--- src/rtl/marker_lockstep_ctrl.sv ---
// marker_lockstep_ctrl: holds DUT and variant cores in lockstep at phase-marker commits,
// reporting phase, matched-marker count and divergence/timeout/overrun errors.
module marker_lockstep_ctrl #(
    parameter int NLANE   = 2,
    parameter int TIMEOUT = 4096,
    parameter int CNT_W   = 16
) (
    input  logic                  clock,
    input  logic                  reset,
    input  logic                  enable,
    input  logic [NLANE-1:0]      dut_commit_valid,
    input  logic [32*NLANE-1:0]   dut_commit_inst,
    input  logic [NLANE-1:0]      vnt_commit_valid,
    input  logic [32*NLANE-1:0]   vnt_commit_inst,
    output logic                  dut_stall,
    output logic                  vnt_stall,
    output logic [2:0]            phase_id,
    output logic                  phase_active,
    output logic [CNT_W-1:0]      marker_cnt,
    output logic                  sync_pulse,
    output logic                  err,
    output logic [1:0]            err_code
);
    localparam int TW = $clog2(TIMEOUT + 1);
    localparam logic [2:0] S_IDLE  = 3'd0;
    localparam logic [2:0] S_RUN   = 3'd1;
    localparam logic [2:0] S_DWAIT = 3'd2;
    localparam logic [2:0] S_VWAIT = 3'd3;
    localparam logic [2:0] S_ERR   = 3'd4;

    // Returns {hit, multi, code}: the lowest-index marker lane and whether a second one exists.
    function automatic logic [5:0] decode(input logic [NLANE-1:0] v, input logic [32*NLANE-1:0] inst);
        logic        hit;
        logic        multi;
        logic [3:0]  code;
        logic [31:0] w;
        hit   = 1'b0;
        multi = 1'b0;
        code  = 4'h0;
        for (int i = 0; i < NLANE; i++) begin
            w = inst[32*i +: 32];
            if (v[i] && w[19:0] == 20'h02013 && w[31:24] == 8'h00 && w[23:20] <= 4'hd) begin
                multi = multi | hit;
                code  = hit ? code : w[23:20];
                hit   = 1'b1;
            end
        end
        return {hit, multi, code};
    endfunction

    logic        d_hit, d_multi, v_hit, v_multi;
    logic [3:0]  d_code, v_code;
    assign {d_hit, d_multi, d_code} = decode(dut_commit_valid, dut_commit_inst);
    assign {v_hit, v_multi, v_code} = decode(vnt_commit_valid, vnt_commit_inst);

    logic [2:0]       state_q, state_d;
    logic [TW-1:0]    wcnt_q, wcnt_d;
    logic [3:0]       lcode_q, lcode_d;
    logic             dut_stall_q, dut_stall_d, vnt_stall_q, vnt_stall_d;
    logic [2:0]       phase_id_q, phase_id_d;
    logic             phase_active_q, phase_active_d;
    logic [CNT_W-1:0] marker_cnt_q, marker_cnt_d;
    logic             sync_pulse_q, sync_pulse_d;
    logic             err_q, err_d;
    logic [1:0]       err_code_q, err_code_d;
    logic             match;
    logic [3:0]       mcode;
    logic [1:0]       fail;

    always_comb begin
        state_d    = state_q;
        wcnt_d     = wcnt_q;
        lcode_d    = lcode_q;
        err_d      = err_q;
        err_code_d = err_code_q;
        match      = 1'b0;
        mcode      = lcode_q;
        fail       = 2'd0;
        if (!enable && state_q != S_ERR) begin
            state_d = S_IDLE;
            wcnt_d  = '0;
        end else begin
            case (state_q)
                S_IDLE: state_d = S_RUN;
                S_RUN: begin
                    if (d_multi || v_multi) fail = 2'd3;
                    else if (d_hit && v_hit) begin
                        match = d_code == v_code;
                        mcode = d_code;
                        fail  = match ? 2'd0 : 2'd1;
                    end else if (d_hit || v_hit) begin
                        state_d = d_hit ? S_DWAIT : S_VWAIT;
                        lcode_d = d_hit ? d_code : v_code;
                        wcnt_d  = '0;
                    end
                end
                S_DWAIT, S_VWAIT: begin
                    wcnt_d = wcnt_q + 1'b1;
                    // Marker from the stalled side beats peer match; peer marker beats timeout.
                    if (state_q == S_DWAIT ? (d_hit || v_multi) : (v_hit || d_multi)) fail = 2'd3;
                    else if (state_q == S_DWAIT ? v_hit : d_hit) begin
                        match   = (state_q == S_DWAIT ? v_code : d_code) == lcode_q;
                        fail    = match ? 2'd0 : 2'd1;
                        state_d = S_RUN;
                        wcnt_d  = '0;
                    end else if (wcnt_q == TW'(TIMEOUT - 1)) fail = 2'd2;
                end
                default: ;
            endcase
            if (fail != 2'd0) begin
                state_d    = S_ERR;
                err_d      = 1'b1;
                err_code_d = fail;
            end
        end
        dut_stall_d    = state_d == S_DWAIT;
        vnt_stall_d    = state_d == S_VWAIT;
        sync_pulse_d   = match;
        marker_cnt_d   = marker_cnt_q + CNT_W'(match);
        phase_id_d     = match ? mcode[3:1] : phase_id_q;
        phase_active_d = match ? ~mcode[0] : phase_active_q;
    end

    always_ff @(posedge clock or negedge reset) begin
        if (!reset) begin
            state_q        <= S_IDLE;
            wcnt_q         <= '0;
            lcode_q        <= '0;
            dut_stall_q    <= 1'b0;
            vnt_stall_q    <= 1'b0;
            phase_id_q     <= '0;
            phase_active_q <= 1'b0;
            marker_cnt_q   <= '0;
            sync_pulse_q   <= 1'b0;
            err_q          <= 1'b0;
            err_code_q     <= '0;
        end else begin
            state_q        <= state_d;
            wcnt_q         <= wcnt_d;
            lcode_q        <= lcode_d;
            dut_stall_q    <= dut_stall_d;
            vnt_stall_q    <= vnt_stall_d;
            phase_id_q     <= phase_id_d;
            phase_active_q <= phase_active_d;
            marker_cnt_q   <= marker_cnt_d;
            sync_pulse_q   <= sync_pulse_d;
            err_q          <= err_d;
            err_code_q     <= err_code_d;
        end
    end

    assign dut_stall    = dut_stall_q;
    assign vnt_stall    = vnt_stall_q;
    assign phase_id     = phase_id_q;
    assign phase_active = phase_active_q;
    assign marker_cnt   = marker_cnt_q;
    assign sync_pulse   = sync_pulse_q;
    assign err          = err_q;
    assign err_code     = err_code_q;
endmodule

--- config.mk ---
export PLATFORM = sky130hd
export DESIGN_NAME = marker_lockstep_ctrl
export DESIGN_NICKNAME = d
export VERILOG_FILES = /design/src/rtl/marker_lockstep_ctrl.sv
export SDC_FILE = /design/constraint.sdc
export NUM_CORES = 1
export LEC_CHECK = 0
export ABC_AREA = 1
export CORE_UTILIZATION = 48
export DETAILED_ROUTE_END_ITERATION = 12
export PLACE_DENSITY = 0.91
export SETUP_SLACK_MARGIN = 0.1
export SYNTH_ARGS = -nofsm -noshare
export SYNTH_HDL_FRONTEND = slang
export SYNTH_SLANG_ARGS = --single-unit
--- constraint.sdc ---
create_clock -name clock -period 5.31 [get_ports clock]
set_input_delay 1.3275 -clock clock [delete_from_list [all_inputs] [get_ports clock]]
set_output_delay 1.3275 -clock clock [all_outputs]
set_load 0.01 [all_outputs]
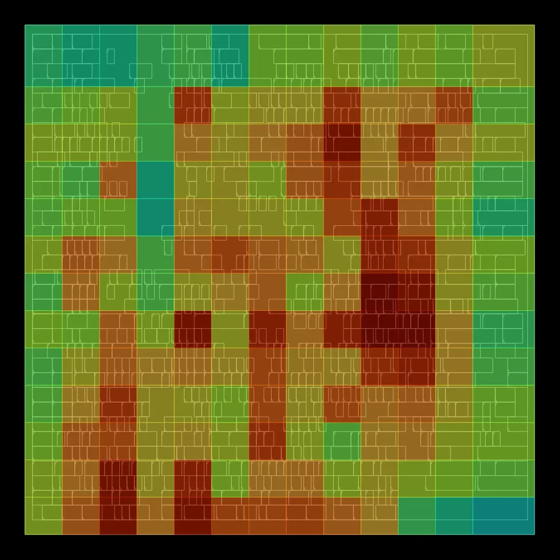
congestion_map.png
met2 usage: 0.5646
met3 usage: 0.03560
GRT Total Usage: 0.2875
fin util: 0.7108

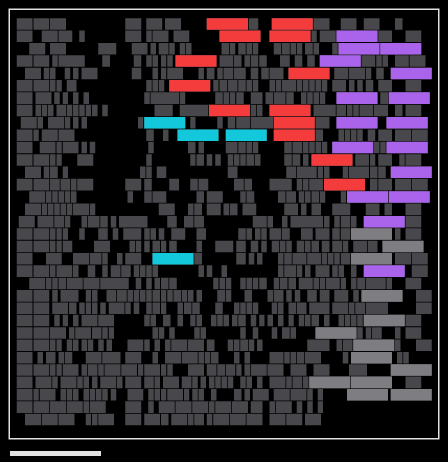
ff_map.png
Scale bar: 20 µm. Other sequential cells in the stronger grey, the rest of the logic in the fainter grey.
legend:
  `lcode_q`:
    colour: cyan
    sequential_cells: 4
  `marker_cnt`:
    colour: purple
    sequential_cells: 16
  `wcnt_q`:
    colour: red
    sequential_cells: 13
not coloured: 13

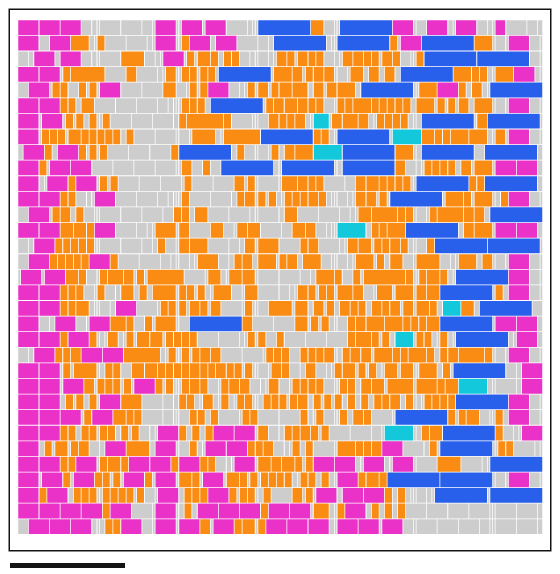
class_map.png
Scale bar: 20 µm. Fill, decap, tap and diode cells in grey.
legend:
  remaining logic cells:
    colour: orange
    cells: 586
  clock drivers and dummy loads:
    colour: cyan
    cells: 8
  sequential cells:
    colour: blue
    cells: 46
  remaining buffers and delay cells:
    colour: magenta
    cells: 160
design area: 0.005841 mm²
num rows: 33
Seq/total area: 0.1971
core box area: 0.008217 mm²

==> flow_metrics.tcl <==
# implementation run metrics
set metrics [dict create \
    status "finished clean" \
    ff_type "dfrtp_1" \
    firstDrtPassIters 5 \
    fill_cells 658 \
    die_h_um 94.20 \
    min_period_over_period 0.9058 \
    synth_nets 776 \
    p_comb_frac 0.220 \
    post_cts.repair.setup_buffers 0 \
    total_power_w 0.0007430 \
    yosysUniqueCellTypes 46 \
    async_flop_share 1.000 \
    inverters 118 \
    yosys.area_share.adder 0.009200 \
    gp_congestion 0.9507 \
    finalSetupViolations 0 \
    synth_warnings 0 \
    yosys-stat-cells 638 \
    yosys.stat.seqShare 0.2821 \
    p_clk_frac 0.307 \
    crit_top_cell "nand3_1" \
    grt-busiest-layer "met2" \
    final_nets 937 \
    hold_end "err" \
    dp_slack_ps 158.8 \
    grt_pass1_vias 4563 \
    top_layer_used "met4" \
    antenna_cells 0 \
    ant_nets 0 \
    ff_latch_area_mm2 0.001151 \
    drtIter0Drc 233 \
    setup_tns_ps 0 \
    cp_slowest_cell "clkdlybuf4s50_1" \
    required_ps 5550 \
    top_area_frac 0.2821 \
    io_pins 161 \
    largest_reg_flops 16 \
    max_stage_delay_ps 420 \
]
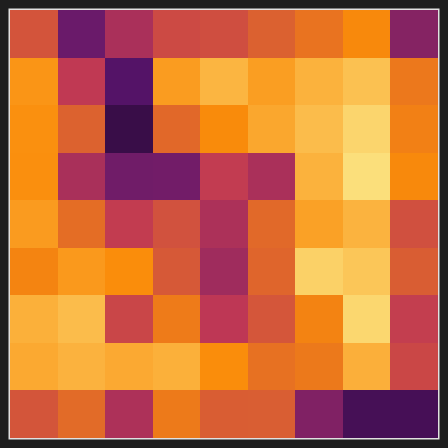
util_map.png
9 x 9 tiles, from black (low) to pale yellow (high), 0 to 100% covered.
fullest tile: 93%
mean over tiles: 64%
tiles over 75% full: 36%

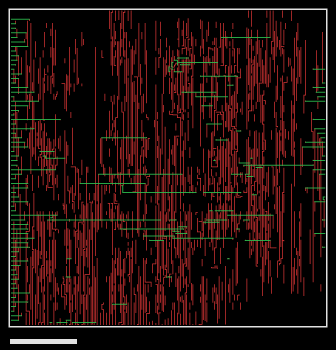
layers.png
Scale bar: 20 µm. Only two layers are drawn.
legend:
  M3:
    colour: green
    wire_length: 667 µm
  M2:
    colour: red
    wire_length: 6,690 µm
final wirelength: 12.42 mm
Routed WL per cell: 13.72 µm
vias: 4,677

